run_1/pdn.png
(4 px per um) Pins as bars on the die edge. Tap cells in gray.
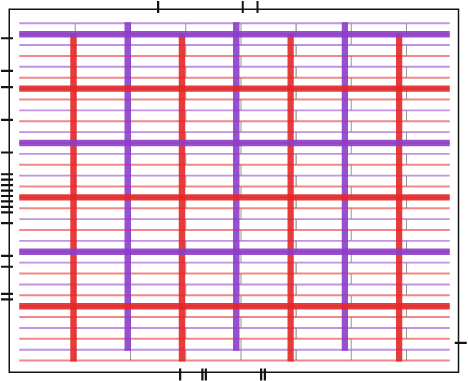
run_1/cell_classes.png
(4 px per um) Fill, decap, tap and diode cells in gray.
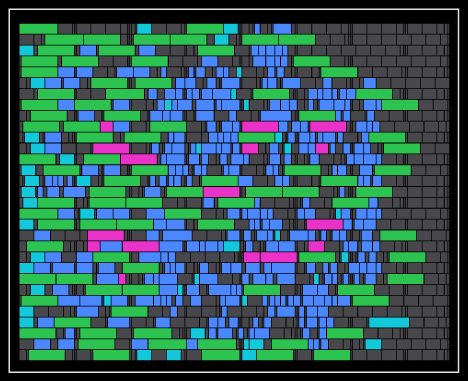
run_1/clock_map.png
(3 px per um)
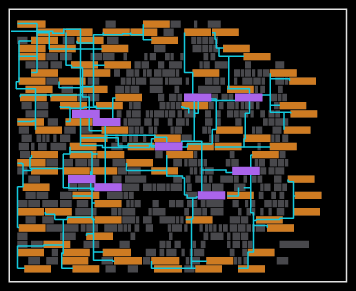
run_1/metal_stack.png
(4 px per um)
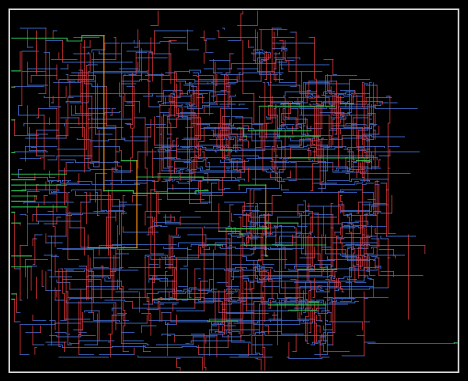
$ cat config.mk
export PLATFORM = sky130hd
export DESIGN_NAME = cpld_uart_responder
export DESIGN_NICKNAME = d
export VERILOG_FILES = /design/src/rtl/cpld_uart_responder.sv
export SDC_FILE = /design/constraint.sdc
export NUM_CORES = 1
export LEC_CHECK = 0
export ABC_AREA = 0
export ABC_CLOCK_PERIOD_IN_PS = 6400
export CORE_ASPECT_RATIO = 0.8
export CORE_MARGIN = 2
export CORE_UTILIZATION = 50
export CTS_BUF_LIST = sky130_fd_sc_hd__clkbuf_16
export DETAILED_ROUTE_END_ITERATION = 6
export GPL_TIMING_DRIVEN = 0
export PLACE_DENSITY_LB_ADDON = 0.2
export SETUP_SLACK_MARGIN = 0.5
export SLEW_MARGIN = 20
export SYNTH_ARGS = -nofsm -noshare
export SYNTH_HDL_FRONTEND = slang
export SYNTH_SLANG_ARGS = --single-unit
$ cat constraint.sdc
create_clock -name clk -period 6.4 [get_ports clk]
set_clock_uncertainty 0.1 [all_clocks]
set_input_delay 1.28 -clock clk [delete_from_list [all_inputs] [get_ports clk]]
set_output_delay 1.28 -clock clk [all_outputs]
set_load 0.03 [all_outputs]
$ cat src/rtl/cpld_uart_responder.sv
// -----------------------------------------------------------------------------
// cpld_uart_responder
// Device-side stand-in for the CPLD serial controller behind the CPU memory
// unit. Answers uart_rdn/uart_wrn strobes on the shared 8-bit data lane,
// reports holding/shift register status, and converts bytes to and from
// 8N1 serial.
//
// Ports:
//   clk            system clock, rising edge
//   rst            asynchronous active-low reset
//   uart_rdn       read strobe, active low, clk-synchronous
//   uart_wrn       write strobe, active low, clk-synchronous
//   data_i[7:0]    byte written by the bus master
//   data_o[7:0]    RX holding register, registered
//   data_oe        drive enable for data_o (follows ~uart_rdn directly)
//   uart_dataready RX holding register holds an unread byte
//   uart_tbre      TX holding register empty
//   uart_tsre      TX shift register empty (line idle)
//   overrun        sticky: a received byte overwrote an unread byte
//   txd            serial out, idle high
//   rxd            serial in, asynchronous
// -----------------------------------------------------------------------------
module cpld_uart_responder #(
    parameter int unsigned BAUD_DIV = 96
) (
    input  logic       clk,
    input  logic       rst,
    input  logic       uart_rdn,
    input  logic       uart_wrn,
    input  logic [7:0] data_i,
    output logic [7:0] data_o,
    output logic       data_oe,
    output logic       uart_dataready,
    output logic       uart_tbre,
    output logic       uart_tsre,
    output logic       overrun,
    output logic       txd,
    input  logic       rxd
);

    localparam int unsigned CNT_W = 16;
    localparam int unsigned BIT_W = 3;
    localparam logic [CNT_W-1:0] BIT_RELOAD  = CNT_W'(BAUD_DIV - 1);
    localparam logic [CNT_W-1:0] HALF_RELOAD = CNT_W'((BAUD_DIV / 2) - 1);
    localparam logic [BIT_W-1:0] LAST_BIT    = BIT_W'(7);

    typedef enum logic [1:0] {
        S_IDLE  = 2'd0,
        S_START = 2'd1,
        S_DATA  = 2'd2,
        S_STOP  = 2'd3
    } ser_state_e;

    // Bus strobe history
    logic       rdn_prev_q, wrn_prev_q;
    logic       rd_rel_c, wr_rel_c;
    logic [7:0] data_o_q;

    // Transmitter
    ser_state_e       tx_state_q, tx_state_d;
    logic [CNT_W-1:0] tx_cnt_q,   tx_cnt_d;
    logic [BIT_W-1:0] tx_bit_q,   tx_bit_d;
    logic [7:0]       tx_shift_q, tx_shift_d;
    logic [7:0]       tx_hold_q,  tx_hold_d;
    logic             tbre_q,     tbre_d;
    logic             tsre_q,     tsre_d;
    logic             txd_q,      txd_d;

    // Receiver
    logic             rx_s1_q, rx_s2_q, rx_prev_q;
    logic             rx_fall_c;
    ser_state_e       rx_state_q, rx_state_d;
    logic [CNT_W-1:0] rx_cnt_q,   rx_cnt_d;
    logic [BIT_W-1:0] rx_bit_q,   rx_bit_d;
    logic [7:0]       rx_shift_q, rx_shift_d;
    logic [7:0]       rx_hold_q,  rx_hold_d;
    logic             dr_q,       dr_d;
    logic             ovr_q,      ovr_d;

    // A release is the first edge that sees the strobe high again
    assign rd_rel_c  = uart_rdn & ~rdn_prev_q;
    assign wr_rel_c  = uart_wrn & ~wrn_prev_q;
    assign rx_fall_c = rx_prev_q & ~rx_s2_q;

    assign data_oe        = ~uart_rdn;
    assign data_o         = data_o_q;
    assign uart_dataready = dr_q;
    assign uart_tbre      = tbre_q;
    assign uart_tsre      = tsre_q;
    assign overrun        = ovr_q;
    assign txd            = txd_q;

    // Write acceptance and transmit sequencing
    always_comb begin
        tx_state_d = tx_state_q;
        tx_cnt_d   = tx_cnt_q;
        tx_bit_d   = tx_bit_q;
        tx_shift_d = tx_shift_q;
        tx_hold_d  = tx_hold_q;
        tbre_d     = tbre_q;
        tsre_d     = tsre_q;
        txd_d      = txd_q;

        // A write while the holding register is still full is dropped.
        // Loads below only fire with tbre_q=0, so the two never collide.
        if (wr_rel_c && tbre_q) begin
            tx_hold_d = data_i;
            tbre_d    = 1'b0;
        end

        unique case (tx_state_q)
            S_IDLE: begin
                if (!tbre_q) begin
                    tx_shift_d = tx_hold_q;
                    tbre_d     = 1'b1;
                    tsre_d     = 1'b0;
                    txd_d      = 1'b0;
                    tx_cnt_d   = BIT_RELOAD;
                    tx_state_d = S_START;
                end
            end
            S_START: begin
                if (tx_cnt_q == '0) begin
                    txd_d      = tx_shift_q[0];
                    tx_shift_d = {1'b0, tx_shift_q[7:1]};
                    tx_bit_d   = '0;
                    tx_cnt_d   = BIT_RELOAD;
                    tx_state_d = S_DATA;
                end else begin
                    tx_cnt_d = tx_cnt_q - CNT_W'(1);
                end
            end
            S_DATA: begin
                if (tx_cnt_q == '0) begin
                    tx_cnt_d = BIT_RELOAD;
                    if (tx_bit_q == LAST_BIT) begin
                        txd_d      = 1'b1;
                        tx_state_d = S_STOP;
                    end else begin
                        txd_d      = tx_shift_q[0];
                        tx_shift_d = {1'b0, tx_shift_q[7:1]};
                        tx_bit_d   = tx_bit_q + BIT_W'(1);
                    end
                end else begin
                    tx_cnt_d = tx_cnt_q - CNT_W'(1);
                end
            end
            S_STOP: begin
                if (tx_cnt_q == '0) begin
                    if (!tbre_q) begin
                        // Pending byte: chain straight into its start bit
                        tx_shift_d = tx_hold_q;
                        tbre_d     = 1'b1;
                        txd_d      = 1'b0;
                        tx_cnt_d   = BIT_RELOAD;
                        tx_state_d = S_START;
                    end else begin
                        tsre_d     = 1'b1;
                        tx_state_d = S_IDLE;
                    end
                end else begin
                    tx_cnt_d = tx_cnt_q - CNT_W'(1);
                end
            end
            default: tx_state_d = S_IDLE;
        endcase
    end

    // Receive sequencing and RX status flags
    always_comb begin
        rx_state_d = rx_state_q;
        rx_cnt_d   = rx_cnt_q;
        rx_bit_d   = rx_bit_q;
        rx_shift_d = rx_shift_q;
        rx_hold_d  = rx_hold_q;
        dr_d       = dr_q;
        ovr_d      = ovr_q;

        if (rd_rel_c) begin
            dr_d  = 1'b0;
            ovr_d = 1'b0;
        end

        unique case (rx_state_q)
            S_IDLE: begin
                if (rx_fall_c) begin
                    rx_cnt_d   = HALF_RELOAD;
                    rx_state_d = S_START;
                end
            end
            S_START: begin
                if (rx_cnt_q == '0) begin
                    // Still low at mid-bit: genuine start, otherwise a glitch
                    if (!rx_s2_q) begin
                        rx_cnt_d   = BIT_RELOAD;
                        rx_bit_d   = '0;
                        rx_state_d = S_DATA;
                    end else begin
                        rx_state_d = S_IDLE;
                    end
                end else begin
                    rx_cnt_d = rx_cnt_q - CNT_W'(1);
                end
            end
            S_DATA: begin
                if (rx_cnt_q == '0) begin
                    rx_shift_d = {rx_s2_q, rx_shift_q[7:1]};
                    rx_cnt_d   = BIT_RELOAD;
                    if (rx_bit_q == LAST_BIT) begin
                        rx_state_d = S_STOP;
                    end else begin
                        rx_bit_d = rx_bit_q + BIT_W'(1);
                    end
                end else begin
                    rx_cnt_d = rx_cnt_q - CNT_W'(1);
                end
            end
            S_STOP: begin
                if (rx_cnt_q == '0) begin
                    rx_state_d = S_IDLE;
                    // Framing error (stop=0) drops the byte silently
                    if (rx_s2_q) begin
                        rx_hold_d = rx_shift_q;
                        dr_d      = 1'b1;
                        // A read releasing on this edge consumed the old byte
                        if (dr_q && !rd_rel_c) begin
                            ovr_d = 1'b1;
                        end
                    end
                end else begin
                    rx_cnt_d = rx_cnt_q - CNT_W'(1);
                end
            end
            default: rx_state_d = S_IDLE;
        endcase
    end

    // State and datapath registers
    always_ff @(posedge clk or negedge rst) begin
        if (!rst) begin
            rdn_prev_q <= 1'b1;
            wrn_prev_q <= 1'b1;
            data_o_q   <= '0;
            tx_state_q <= S_IDLE;
            tx_cnt_q   <= '0;
            tx_bit_q   <= '0;
            tx_shift_q <= '0;
            tx_hold_q  <= '0;
            tbre_q     <= 1'b1;
            tsre_q     <= 1'b1;
            txd_q      <= 1'b1;
            rx_s1_q    <= 1'b1;
            rx_s2_q    <= 1'b1;
            rx_prev_q  <= 1'b1;
            rx_state_q <= S_IDLE;
            rx_cnt_q   <= '0;
            rx_bit_q   <= '0;
            rx_shift_q <= '0;
            rx_hold_q  <= '0;
            dr_q       <= 1'b0;
            ovr_q      <= 1'b0;
        end else begin
            rdn_prev_q <= uart_rdn;
            wrn_prev_q <= uart_wrn;
            data_o_q   <= rx_hold_q;
            tx_state_q <= tx_state_d;
            tx_cnt_q   <= tx_cnt_d;
            tx_bit_q   <= tx_bit_d;
            tx_shift_q <= tx_shift_d;
            tx_hold_q  <= tx_hold_d;
            tbre_q     <= tbre_d;
            tsre_q     <= tsre_d;
            txd_q      <= txd_d;
            rx_s1_q    <= rxd;
            rx_s2_q    <= rx_s1_q;
            rx_prev_q  <= rx_s2_q;
            rx_state_q <= rx_state_d;
            rx_cnt_q   <= rx_cnt_d;
            rx_bit_q   <= rx_bit_d;
            rx_shift_q <= rx_shift_d;
            rx_hold_q  <= rx_hold_d;
            dr_q       <= dr_d;
            ovr_q      <= ovr_d;
        end
    end

endmodule

==> impl_metrics.json, run 1 <==
{
  "dieArea_mm2": 0.0101,
  "syn2layout_area_growth_pct": 15.6,
  "cts-root-buf": "clkbuf_16",
  "postCtsResizedCells": 0,
  "fin_ws_ps": 2550,
  "status": "completed",
  "p_seq_share_pct": 42.4,
  "power.share.switching_pct": 34.9,
  "dpl.hpwl_mm": 6.43,
  "clock_tree.buffer_depth": 2,
  "vdd.ir_drop.worst_uv": 192,
  "p_int_mw": 1.12,
  "antenna_found_initial": 0,
  "comb_power_share_pct": 27.5,
  "drt-total-wl_mm": 9.36,
  "wl_per_cell_um": 15.8,
  "syn_avg_cell_area_um2": 10.8,
  "cp.required_ps": 5020,
  "powerComb_uw": 471,
  "buffers": 44,
  "lay_top_count": "dfrtp_1",
  "fp_util_pct": 51.4,
  "r2r_cells": 6,
  "end_kind": "output port",
  "viasPerCell": 5.87,
  "nets": 500,
  "fin_crit_ps": 3850,
  "num_vias": 3472,
  "seq-power_uw": 726,
  "setup_tns_ps": 0,
  "largest_cell_class": "sequential cells",
  "remaining_drc_errors": 0,
  "syn_nets": 462,
  "rows": 31,
  "whs_endpoint": "rx_s2_q",
  "grt_util_met2_pct": 29.7,
  "slew_violations": 0,
  "p_sw_uw": 598,
  "grt_overflow_total": 0,
  "topRoutingLayerUsed": "met4",
  "grtUsageMet1_pct": 29.6,
  "seq_area_mm2": 0.00231,
  "tightest_slew_ps": 878,
  "drive_gt1_share_pct": 18.7,
  "placed_cell_area_mm2": 0.00509,
  "yosysSeqAreaShare_pct": 49.6,
  "log.warning_count": 34,
  "hold_class": "reg2reg",
  "io_buffers": 26,
  "tap_cells": 115,
  "grt_pass1_vias": 3584,
  "nNonClkInverters": 14,
  "period_used_pct": 60.1,
  "use_met3_pct": 4.30,
  "worstHoldStart": "rx_s1_q",
  "comb_area_mm2": 0.00222,
  "power.density_mw_per_mm2": 318,
  "cts_buffers": 9,
  "grt_max_degree": 61,
  "post-place-ws_ps": 2560,
  "path_clk_slew_ps": 70,
  "dp.cells": 575,
  "edf_count": 0,
  "synth_cell_types": 64,
  "r2r_slack_ps": 3490,
  "synthAdderAreaFrac_pct": 4.29,
  "timing.fmax_mhz": 260,
  "synth_cells": 433,
  "nClkBuffers": 9,
  "cp.depth": 3,
  "worst-endpoint-arrival_ps": 2470,
  "n_antenna_cell": 0,
  "common_cells": "dfrtp_1 (84), nand2_1 (37), o21ai_0 (34), mux2_2 (33), nor2_1 (29)",
  "critPathMaxStageDelay_ps": 670,
  "top_cells_by_area": "dfrtp_1 (45%), mux2_2 (8.0%), dfstp_2 (4.5%), ha_1 (4.3%), o21ai_0 (3.7%)",
  "num-multi-input-gates": 310,
  "p_leak_nw": 2.46,
  "top_area_cell": "dfrtp_1",
  "ys_cells": 433,
  "drt_iter0_drc": 181,
  "critPathTopFamily": "buffers and inverters",
  "reg2reg_from": "rx_cnt_q[0]",
  "mostFrequentLayoutCells": "dfrtp_1 (84), nand2_1 (37), o21ai_0 (34)",
  "setup_viol": 0,
  "syn_area_mm2": 0.00466,
  "cp_max_fo": 3,
  "rsz0062_at_grt": "no",
  "finalHoldViolCount": 0,
  "place.gp.congestion": 0.790,
  "path_class": "in2out",
  "r2r-end": "rx_hold_q[2]",
  "clockNetworkAreaShare_pct": 5.39,
  "wl_met2_mm": 4.17,
  "groute.usage.overall_pct": 19.9,
  "synth_top_area_share_pct": 45.1,
  "crit_chain": "clkdlybuf4s50_1, inv_1, clkdlybuf4s50_1",
  "postCtsHoldBufs": 0,
  "crit_end": "data_oe",
  "stdcell_count": 591,
  "synthTopLogicFamily": "simple AND/OR/NAND/NOR gates",
  "post_cts_buffers": 0,
  "final_util_pct": 59.4,
  "buffer_area_share_pct": 6.80,
  "maxPowerGroup": "sequential cells",
  "ys_sh_mux_pct": 10.9,
  "whs_ps": 257,
  "simple_gate_share_pct": 16.0,
  "crit_buf_inv": 3,
  "first_pass_iters": 4,
  "fill_cells": 788,
  "async_flop_share_pct": 100,
  "stdcell_area_mm2": 0.00539,
  "ys_ff": 92,
  "xor_share_pct": 0.376,
  "cp-start-kind": "primary input",
  "holdPathStages": 0,
  "most_common_cell": "dfrtp_1",
  "htreeDepth": 3,
  "yosys_warnings": 0
}
## Picture notes: pdn.png
net	color
VSS	red
VDD	purple
met4 straps	7
rows	31
met5 straps	6
Die Wd: 112 um
Die Y: 90.4 um
Core Box Area: 0.00908 mm^2

## Picture notes: cell_classes.png
class	color	cells	share of their area
other buffers and delay cells	cyan	44	7.0%
flip-flops	green	92	44%
all other logic	blue	324	43%
clock drivers and dummy loads	magenta	16	5.5%

## Picture notes: clock_map.png
[clock wires] cyan | length: 1140 um
[cells driving clock nets] purple | count: 9
[flip-flops] orange | count: 92
flops lie	spread over the die
routed clock nets	10
Worst-Skew Late Latency: 340 ps
P_clk: 517 uW
clock power share: 30.2%

## Picture notes: metal_stack.png
layer	color	wire length
met2	red	4170 um
met4	orange	78.2 um
met3	green	363 um
met1	blue	4750 um

--- run 2 (diff from run 1) ---
Settings changed: ABC_CLOCK_PERIOD_IN_PS 6400 to 3950.
Clock period 6.4 ns to 3.95 ns, I/O delays scaled along.
==> impl_metrics.json, run 2 <==
{
  "cp_max_fo": 10,
  "cts_buffers": 9,
  "grt_max_degree": 61,
  "tightest_slew_ps": 878,
  "crit_buf_inv": 1,
  "finalHoldViolCount": 0,
  "lay_top_count": "dfrtp_1",
  "io_buffers": 26,
  "die_height_um": 90.4,
  "async_flop_share_pct": 100,
  "wl_per_cell_um": 15.8,
  "seq_area_mm2": 0.00231,
  "pwr-share-clk_pct": 30.2,
  "xor_share_pct": 0.376,
  "hold_class": "in2async",
  "nNonClkInverters": 14,
  "post_cts_buffers": 0,
  "most_common_cell": "dfrtp_1",
  "slew_violations": 0,
  "seq-power_mw": 1.18,
  "crit_chain": "inv_1, ha_1, or4b_1, nor4_4, nand3_1, mux2_2",
  "grt_pass1_vias": 3584,
  "r2r_slack_ps": 1040,
  "maxPowerGroup": "sequential cells",
  "remaining_drc_errors": 0,
  "num-multi-input-gates": 310,
  "wl_met2_mm": 4.17,
  "p_int_mw": 1.81,
  "ys_sh_mux_pct": 10.9,
  "clock_tree.buffer_depth": 2,
  "postCtsResizedCells": 0,
  "dpl.hpwl_mm": 6.43,
  "place.gp.congestion": 0.790,
  "cts-root-buf": "clkbuf_16",
  "htreeDepth": 3,
  "power.share.switching_pct": 34.9,
  "drt-total-wl_mm": 9.36,
  "pg_clk_uw": 838,
  "critPathMaxStageDelay_ps": 560,
  "r2r-end": "rx_hold_q[2]",
  "timing.fmax_mhz": 344,
  "fin_ws_ps": 1040,
  "synthAdderAreaFrac_pct": 4.29,
  "fp_util_pct": 51.4,
  "cp.required_ps": 4070,
  "mostFrequentLayoutCells": "dfrtp_1 (84), nand2_1 (37), o21ai_0 (34)",
  "cp.depth": 6,
  "coreArea_mm2": 0.00908,
  "setup_tns_ps": 0,
  "common_cells": "dfrtp_1 (84), nand2_1 (37), o21ai_0 (34), mux2_2 (33), nor2_1 (29)",
  "insertion_delay_ps": 340,
  "nets": 500,
  "p_seq_share_pct": 42.4,
  "fill_cells": 788,
  "crit_end": "rx_hold_q[2]",
  "path_clk_slew_ps": 70,
  "clockNetworkAreaShare_pct": 5.39,
  "num_vias": 3472,
  "drt_iter0_drc": 181,
  "p_leak_nw": 2.46,
  "reg2reg_from": "rx_cnt_q[0]",
  "powerComb_uw": 763,
  "syn2layout_area_growth_pct": 15.6,
  "post-place-ws_ps": 1010,
  "topRoutingLayerUsed": "met4",
  "use_met3_pct": 4.30,
  "status": "completed",
  "edf_count": 0,
  "postCtsHoldBufs": 0,
  "setup_viol": 0,
  "comb_area_mm2": 0.00222,
  "synth_top_area_share_pct": 45.1,
  "drive_gt1_share_pct": 18.7,
  "critPathTopFamily": "simple AND/OR/NAND/NOR gates",
  "antenna_found_initial": 0,
  "top_cells_by_area": "dfrtp_1 (45%), mux2_2 (8.0%), dfstp_2 (4.5%), ha_1 (4.3%), o21ai_0 (3.7%)",
  "end_kind": "flip-flop",
  "log.warning_count": 34,
  "yosysSeqAreaShare_pct": 49.6
}
run_2/final_congestion.png
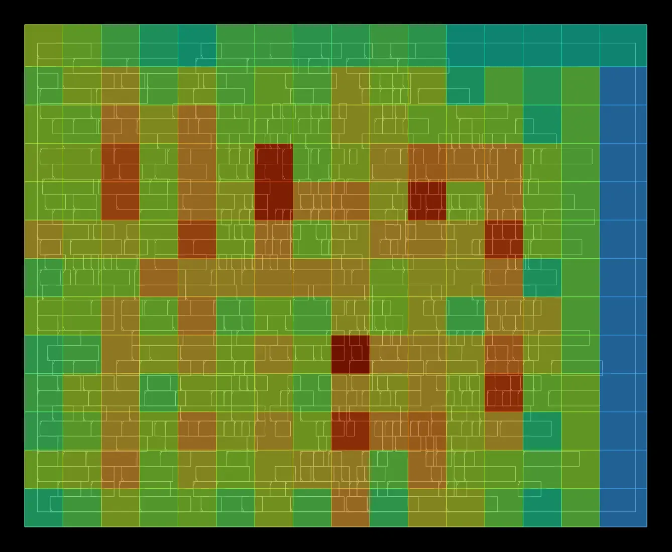
GRT met1 Usage: 29.6%
Total GRT Usage: 19.9%
met2 GRT Util: 29.7%

run_2/cell_classes.png
(4 px per um) Fill, decap, tap and diode cells in gray.
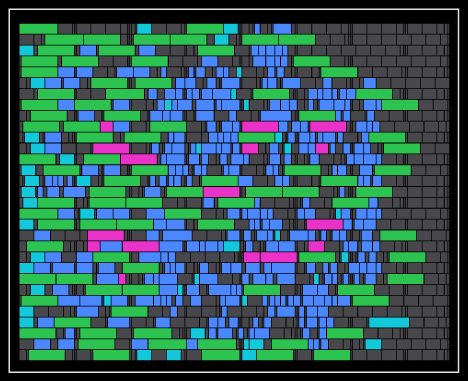
class	color	cells	share of their area
flip-flops	green	92	44%
all other logic	blue	324	43%
other buffers and delay cells	cyan	44	7.0%
clock drivers and dummy loads	magenta	16	5.5%
flop share of the area: 42.9%
Final Util: 59.4%
row count: 31
Final Cell Area: 0.00539 mm^2

--- run 3 (diff from run 2) ---
Settings changed: ABC_CLOCK_PERIOD_IN_PS 3950 to 2890.
Clock period 3.95 ns to 2.89 ns, I/O delays scaled along.
run_3/clock_map.png
(3 px per um)
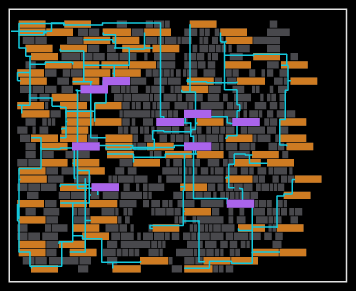
[cells driving clock nets] purple | count: 9
[flip-flops] orange | count: 92
[clock wires] cyan | length: 1180 um
flops lie	spread over the die
routed clock nets	10
clock power share: 27.5%
P_clk: 1.21 mW

==> impl_metrics.json, run 3 <==
{
  "status": "completed",
  "antenna_found_initial": 0,
  "critPathTopFamily": "simple AND/OR/NAND/NOR gates",
  "num_vias": 3834,
  "tightest_slew_ps": 659,
  "clockNetworkAreaShare_pct": 5.05,
  "setup_tns_ps": 0,
  "critPathMaxStageDelay_ps": 530,
  "cts_buffers": 9,
  "comb_area_mm2": 0.00257,
  "placed_cell_area_mm2": 0.00514,
  "cp_max_fo": 7,
  "dpl.hpwl_mm": 6.39,
  "crit_end": "tx_bit_q[0]",
  "path_clk_slew_ps": 70,
  "power.density_mw_per_mm2": 715,
  "top_cells_by_area": "dfrtp_1 (45%), mux2_2 (8.0%), dfstp_2 (4.5%), ha_1 (4.3%), o21ai_0 (3.7%)",
  "seq-power_mw": 1.63,
  "nNonClkInverters": 14,
  "postCtsHoldBufs": 1,
  "mostFrequentLayoutCells": "dfrtp_1 (83), nand2_1 (35), buf_4 (35)",
  "synthAdderAreaFrac_pct": 4.29,
  "xor_share_pct": 0.376,
  "end_kind": "flip-flop",
  "topRoutingLayerUsed": "met4",
  "yosysChipArea_mm2": 0.00466,
  "clock_tree.buffer_depth": 2,
  "io_buffers": 26,
  "maxPowerGroup": "sequential cells",
  "drive_gt1_share_pct": 35.2,
  "syn_area_mm2": 0.00466,
  "most_common_cell": "dfrtp_1",
  "insertion_delay_ps": 340,
  "cp.depth": 7,
  "largest_cell_class": "multi-input combinational cells",
  "p_seq_share_pct": 36.9,
  "final_util_pct": 68.0,
  "num-multi-input-gates": 313,
  "hold_class": "reg2reg",
  "aoi_share_pct": 16.0,
  "die_height_um": 90.4,
  "postCtsResizedCells": 29,
  "crit_buf_inv": 2,
  "grt_util_met2_pct": 31.9,
  "stdcell_area_mm2": 0.00617,
  "grt_pass1_vias": 3654,
  "top_usage_layer": "met2",
  "ys_sh_mux_pct": 10.9,
  "seq_share_pct": 37.5,
  "dp.cells": 575,
  "top_area_cell": "dfrtp_1",
  "place.gp.congestion": 0.816,
  "cts-root-buf": "clkbuf_16",
  "r2r-end": "tx_bit_q[0]",
  "log.warning_count": 37,
  "nClkBuffers": 9,
  "comb_share_pct": 41.6,
  "post-place-ws_ps": 71.8,
  "drv_cap": 0,
  "nets": 547,
  "fin_ws_ps": 297,
  "p_leak_nw": 2.79,
  "drt-total-wl_mm": 11.4,
  "fp_util_pct": 51.4,
  "rows": 31,
  "seq_area_mm2": 0.00231,
  "drt_iter0_drc": 197,
  "grt_max_degree": 71,
  "r2r_slack_ps": 300,
  "p_int_mw": 2.77,
  "wl_per_cell_um": 17.8,
  "syn2layout_area_growth_pct": 32.3,
  "chipWidth_um": 112,
  "yosysSeqAreaShare_pct": 49.6,
  "path_class": "reg2reg",
  "slew_violations": 0,
  "async_flop_share_pct": 100,
  "fill_cells": 673,
  "yosys_most_used_dff": "dfrtp_1",
  "cp.required_ps": 3020,
  "worst-endpoint-arrival_ps": 2720,
  "ys_cells": 433,
  "yosys_warnings": 0,
  "whs_endpoint": "rx_s2_q",
  "post_cts_buffers": 23,
  "wl_met2_mm": 5.17,
  "timing.fmax_mhz": 386,
  "buffers": 88,
  "cpMaxStageDelayCell": "or4_4",
  "edf_count": 0,
  "htreeDepth": 3,
  "finalHoldViolCount": 0,
  "lay_top_count": "dfrtp_1",
  "holdPathStages": 0,
  "total_power_mw": 4.41,
  "setup_viol": 0,
  "power.share.switching_pct": 37.2,
  "ys_ff": 92,
  "crit_chain": "or4_1, buf_2, or4_4, buf_8, o21ai_1, nand3_1, mux2_4",
  "coreArea_mm2": 0.00908,
  "stdcell_count": 638,
  "remaining_drc_errors": 0,
  "common_cells": "dfrtp_1 (84), nand2_1 (37), o21ai_0 (34), mux2_2 (33), nor2_1 (29)",
  "syn_avg_cell_area_um2": 10.8,
  "reg2reg_from": "tx_cnt_q[13]",
  "synth_top_area_share_pct": 45.1,
  "powerComb_mw": 1.57
}
run_3/final_congestion.png
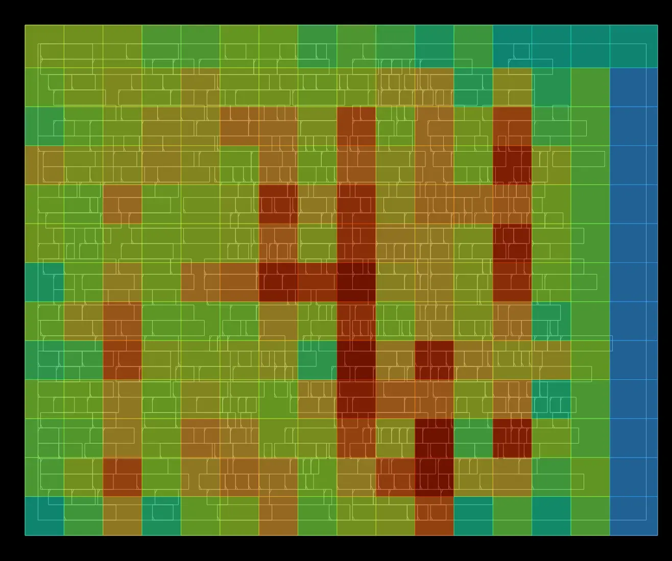
GRT met1 Usage: 31.4%
met3 Use GR: 4.43%
Total GRT Usage: 21.4%

Power and IR drop assume default switching activity.
